power_grid.png
Pins as bars on the die edge. Tap cells in grey.
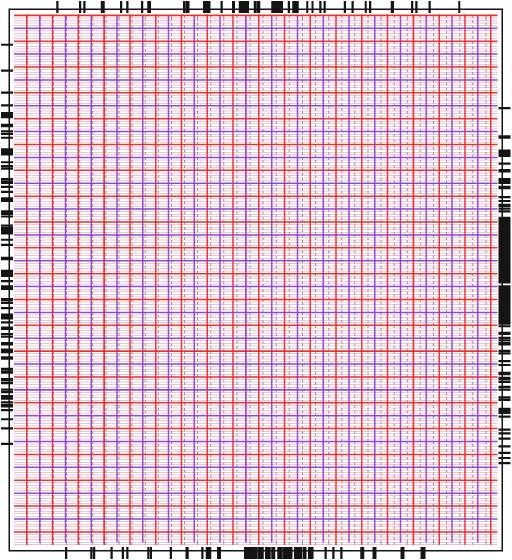
placement_by_type.png
Drawn at 1 px/um. Fill, decap, tap and diode cells in grey.
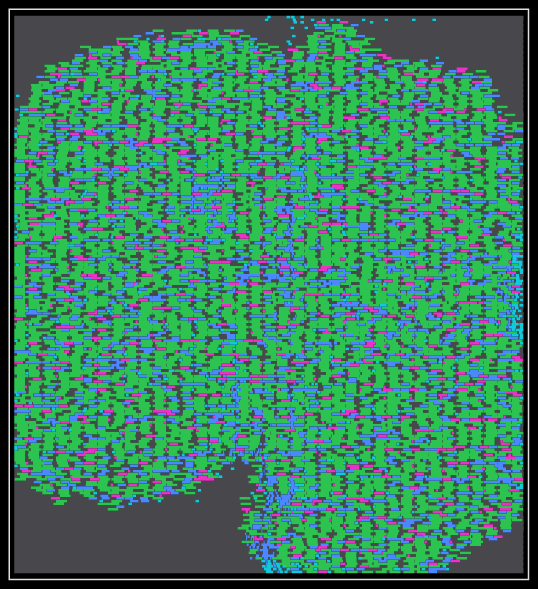
clk_routes.png
Drawn at 1 px/um.
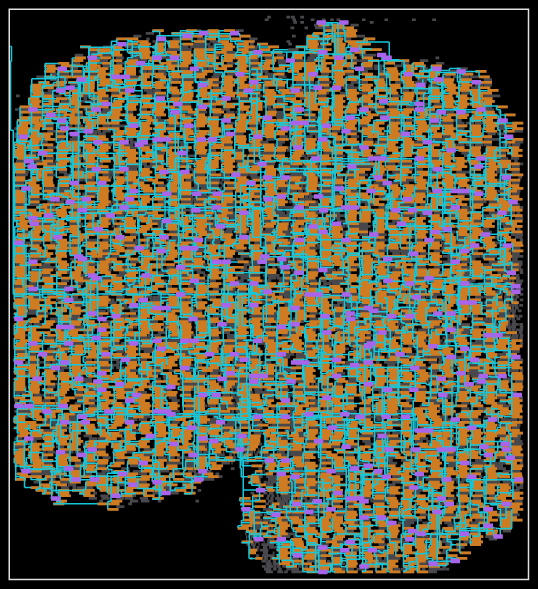
`src/rtl/dsp_rdata_ordered_channel.sv`:
```
// In-order R-channel dispatcher for one master port: per-slave beat
// FIFOs, an AR-order queue, and a one-entry registered output stage.
module dsp_rdata_ordered_channel #(
   parameter int SLV_AMT         = 4,
   parameter int DATA_WIDTH      = 64,
   parameter int TRANS_MST_ID_W  = 5,
   parameter int RESP_W          = 2,
   parameter int SLV_ID_W        = (SLV_AMT > 1) ? $clog2(SLV_AMT) : 1,
   parameter int DSP_RDATA_DEPTH = 16,
   parameter int DSP_ORDER_DEPTH = 8
) (
   input  logic                                 ACLK_i,
   input  logic                                 ARESET_i,
   input  logic                                 dsp_AR_push_i,
   input  logic [SLV_ID_W-1:0]                  dsp_AR_slv_id_i,
   output logic                                 dsp_AR_ready_o,
   input  logic                                 dsp_R_disable_i,
   input  logic [SLV_AMT*TRANS_MST_ID_W-1:0]    sa_RID_i,
   input  logic [SLV_AMT*DATA_WIDTH-1:0]        sa_RDATA_i,
   input  logic [SLV_AMT*RESP_W-1:0]            sa_RRESP_i,
   input  logic [SLV_AMT-1:0]                   sa_RLAST_i,
   input  logic [SLV_AMT-1:0]                   sa_RVALID_i,
   output logic [SLV_AMT-1:0]                   sa_RREADY_o,
   output logic [TRANS_MST_ID_W-1:0]            m_RID_o,
   output logic [DATA_WIDTH-1:0]                m_RDATA_o,
   output logic [RESP_W-1:0]                    m_RRESP_o,
   output logic                                 m_RLAST_o,
   output logic                                 m_RVALID_o,
   input  logic                                 m_RREADY_i,
   output logic                                 dsp_R_handshake_occur_o,
   output logic                                 dsp_R_last_done_o,
   output logic [$clog2(DSP_ORDER_DEPTH+1)-1:0] dsp_R_outstanding_o
);
   localparam int EW = TRANS_MST_ID_W + DATA_WIDTH + RESP_W + 1;
   localparam int FA = $clog2(DSP_RDATA_DEPTH);
   localparam int OA = $clog2(DSP_ORDER_DEPTH);
   localparam int CW = $clog2(DSP_ORDER_DEPTH + 1);

   logic [EW-1:0]       fifo_head [SLV_AMT];
   logic [SLV_AMT-1:0]  fifo_empty;
   logic [SLV_AMT-1:0]  fifo_full;
   logic [SLV_AMT-1:0]  fifo_pop;

   logic [SLV_ID_W-1:0] oq_mem [DSP_ORDER_DEPTH];
   logic [OA:0]         oq_wptr;
   logic [OA:0]         oq_rptr;
   logic [OA:0]         oq_count;
   logic                oq_empty;
   logic                oq_full;
   logic                oq_push;
   logic                oq_pop;
   logic [SLV_ID_W-1:0] oq_head;

   logic [EW-1:0]       head_beat;
   logic [EW-1:0]       out_beat;
   logic                out_valid;
   logic                hs;
   logic                load;

   for (genvar k = 0; k < SLV_AMT; k++) begin : g_slv
      logic [EW-1:0] mem [DSP_RDATA_DEPTH];
      logic [FA:0]   wptr;
      logic [FA:0]   rptr;
      logic          wr;

      assign wr            = sa_RVALID_i[k] & ~fifo_full[k];
      assign fifo_empty[k] = (wptr == rptr);
      assign fifo_full[k]  = (wptr[FA] != rptr[FA]) &&
                             (wptr[FA-1:0] == rptr[FA-1:0]);
      assign fifo_head[k]  = mem[rptr[FA-1:0]];
      assign fifo_pop[k]   = load && (oq_head == SLV_ID_W'(k));

      // beat FIFO pointers; the extra MSB separates full from empty
      always_ff @(posedge ACLK_i) begin
         if (ARESET_i) begin
            wptr <= '0;
            rptr <= '0;
         end else begin
            if (wr)
               wptr <= wptr + (FA+1)'(1);
            if (fifo_pop[k])
               rptr <= rptr + (FA+1)'(1);
         end
      end

      // beat storage as {RID, RDATA, RRESP, RLAST}
      always_ff @(posedge ACLK_i) begin
         if (wr)
            mem[wptr[FA-1:0]] <= {
               sa_RID_i[k*TRANS_MST_ID_W +: TRANS_MST_ID_W],
               sa_RDATA_i[k*DATA_WIDTH +: DATA_WIDTH],
               sa_RRESP_i[k*RESP_W +: RESP_W],
               sa_RLAST_i[k]};
      end
   end

   assign sa_RREADY_o = ~fifo_full;

   assign oq_count = oq_wptr - oq_rptr;
   assign oq_empty = (oq_wptr == oq_rptr);
   assign oq_full  = (oq_wptr[OA] != oq_rptr[OA]) &&
                     (oq_wptr[OA-1:0] == oq_rptr[OA-1:0]);
   assign oq_head  = oq_mem[oq_rptr[OA-1:0]];
   assign oq_push  = dsp_AR_push_i & ~oq_full;
   assign oq_pop   = load & head_beat[0];

   assign head_beat = fifo_head[oq_head];
   assign hs        = out_valid & m_RREADY_i;
   assign load      = ~oq_empty & ~fifo_empty[oq_head] &
                      ~dsp_R_disable_i & (~out_valid | m_RREADY_i);

   // order-queue pointers; a push while full is dropped
   always_ff @(posedge ACLK_i) begin
      if (ARESET_i) begin
         oq_wptr <= '0;
         oq_rptr <= '0;
      end else begin
         if (oq_push)
            oq_wptr <= oq_wptr + (OA+1)'(1);
         if (oq_pop)
            oq_rptr <= oq_rptr + (OA+1)'(1);
      end
   end

   // order-queue storage of slave ids in AR-issue order
   always_ff @(posedge ACLK_i) begin
      if (oq_push)
         oq_mem[oq_wptr[OA-1:0]] <= dsp_AR_slv_id_i;
   end

   // output stage: load replaces the held beat, a bare handshake empties it
   always_ff @(posedge ACLK_i) begin
      if (ARESET_i) begin
         out_valid <= 1'b0;
         out_beat  <= '0;
      end else if (load) begin
         out_valid <= 1'b1;
         out_beat  <= head_beat;
      end else if (hs) begin
         out_valid <= 1'b0;
      end
   end

   assign {m_RID_o, m_RDATA_o, m_RRESP_o, m_RLAST_o} = out_beat;
   assign m_RVALID_o              = out_valid;
   assign dsp_AR_ready_o          = ~oq_full;
   assign dsp_R_handshake_occur_o = hs;
   assign dsp_R_last_done_o       = hs & m_RLAST_o;
   assign dsp_R_outstanding_o     = CW'(oq_count);

endmodule

```
`config.mk`:
```
export PLATFORM = sky130hd
export DESIGN_NAME = dsp_rdata_ordered_channel
export DESIGN_NICKNAME = d
export VERILOG_FILES = /design/src/rtl/dsp_rdata_ordered_channel.sv
export SDC_FILE = /design/constraint.sdc
export NUM_CORES = 2
export LEC_CHECK = 0
export CAP_MARGIN = 20
export CORE_ASPECT_RATIO = 1.1
export CORE_MARGIN = 4
export CORE_UTILIZATION = 63
export DETAILED_ROUTE_END_ITERATION = 16
export PLACE_DENSITY = 0.81
export SLEW_MARGIN = 20
export SYNTH_ARGS = -nofsm -noshare
export SYNTH_HDL_FRONTEND = slang
export SYNTH_MEMORY_MAX_BITS = 65536
export SYNTH_SLANG_ARGS = --single-unit
```
`constraint.sdc`:
```
create_clock -name ACLK_i -period 13.6 [get_ports ACLK_i]
set_clock_uncertainty 0.05 [all_clocks]
set_input_delay 2.72 -clock ACLK_i [delete_from_list [all_inputs] [get_ports ACLK_i]]
set_output_delay 2.72 -clock ACLK_i [all_outputs]
set_load 0.01 [all_outputs]
```
==> run_results.csv <==
group,metric,value,unit
status,status,"complete, no violations",
global_routing,antenna_found_initial,129,
yosys,yosys_area,180000,um2
placement,dp_cells,11113,
clocking,cts_setup_buffers,0,
detailed_routing,vias_per_cell,7.38,
hold_path,hold_path_startpoint,"out_beat[46]",
clocking,clock-root-buffer,"clkbuf_16",
floorplan,tapCellCount,3726,
hold_path,hold_path_class,"reg -> reg",
detailed_routing,drt_iter0_drc,16486,
critical_path,end_kind,"primary output",
layout,fin_cells,12025,
global_routing,grt_util_all_layers,34.9,%
power_and_ir_drop,power_leader,"registers",
detailed_routing,ant_nets,0,
yosys,synthMuxAreaShare,18.1,%
floorplan,fp_util,63.4,%
layout,num-clock-buffers,548,
yosys,yosys-top-cells-area,"edfxtp_1 (77%), mux4_2 (18%), dfxtp_1 (1.6%), clkbuf_1 (0.59%), a221oi_1 (0.35%)",
final_timing,finalSetupTns,0,ns
clocking,cts_tree,"done",
layout,largest_cell_class,"flip-flops and latches",
detailed_routing,dr_wl_met2,256000,um
power_and_ir_drop,vdd_drop_max,0.000189,V
layout,buffer_area_share,2.49,%
critical_path,worst-path-buf-inv,2,
detailed_routing,wl_met1,154000,um
yosys,yosys.stat.seqShare,78.7,%
detailed_routing,wl,523000,um
critical_path,path_class,"in -> out",
yosys,simple_gate_area_share,0.885,%
floorplan,core.rowCount,205,
yosys,ys_sh_xor,0.263,%
yosys,netlist_logic_family_top,"multiplexers",
clocking,cts_buffers,434,
## Picture notes: power_grid.png
[purple] VDD
[red] VSS
met4 straps: 37
tap cells: 3726
rows: 205
met5 straps: 41
die height: 569 um
Die Width: 518 um

## Picture notes: placement_by_type.png
[green] sequential cells | cells: 4764
[magenta] clock drivers and dummy loads | cells: 813
[blue] combinational and other logic | cells: 2103
[cyan] remaining buffers and delay cells | cells: 523
final core occ: 71.5%
sequential cell area share: 69.8%
post-route cell area: 203000 um2

## Picture notes: clk_routes.png
[purple] clock drivers | count: 434
[orange] flip-flops | count: 4764
[cyan] clock wires | length: 54.1 mm
flops lie: all over the die

[flip-flops by register name (all words and copies together), names as in the netlist, named ones only]
| register | flops |
|---|---|
| g_slv.mem | 4608 |
| g_slv.wptr | 20 |
| oq_mem | 16 |
| out_beat | 72 |
| oq_wptr | 4 |
| m_RVALID_o | 1 |
| oq_rptr | 4 |
| g_slv.rptr | 20 |
[path summary, 6_finish.rpt]
kind / end / slack [ns] / depth (start not counted)
worst max-delay path: dsp_R_last_done_o / 6.92 / 3
worst min-delay path: out_beat[46] / 0.44 / 2
worst max register to register: out_beat[13] / 7.84 / 8
worst min register to register: out_beat[46] / 0.44 / 2
[per-layer routing]
metal	track usage, %	vias to the layer above
met2	55.5	7973
met3	10.4	1677
met1	42.5	46203
li1	-	32802
met4	22.1	76
met5	0.0488	-
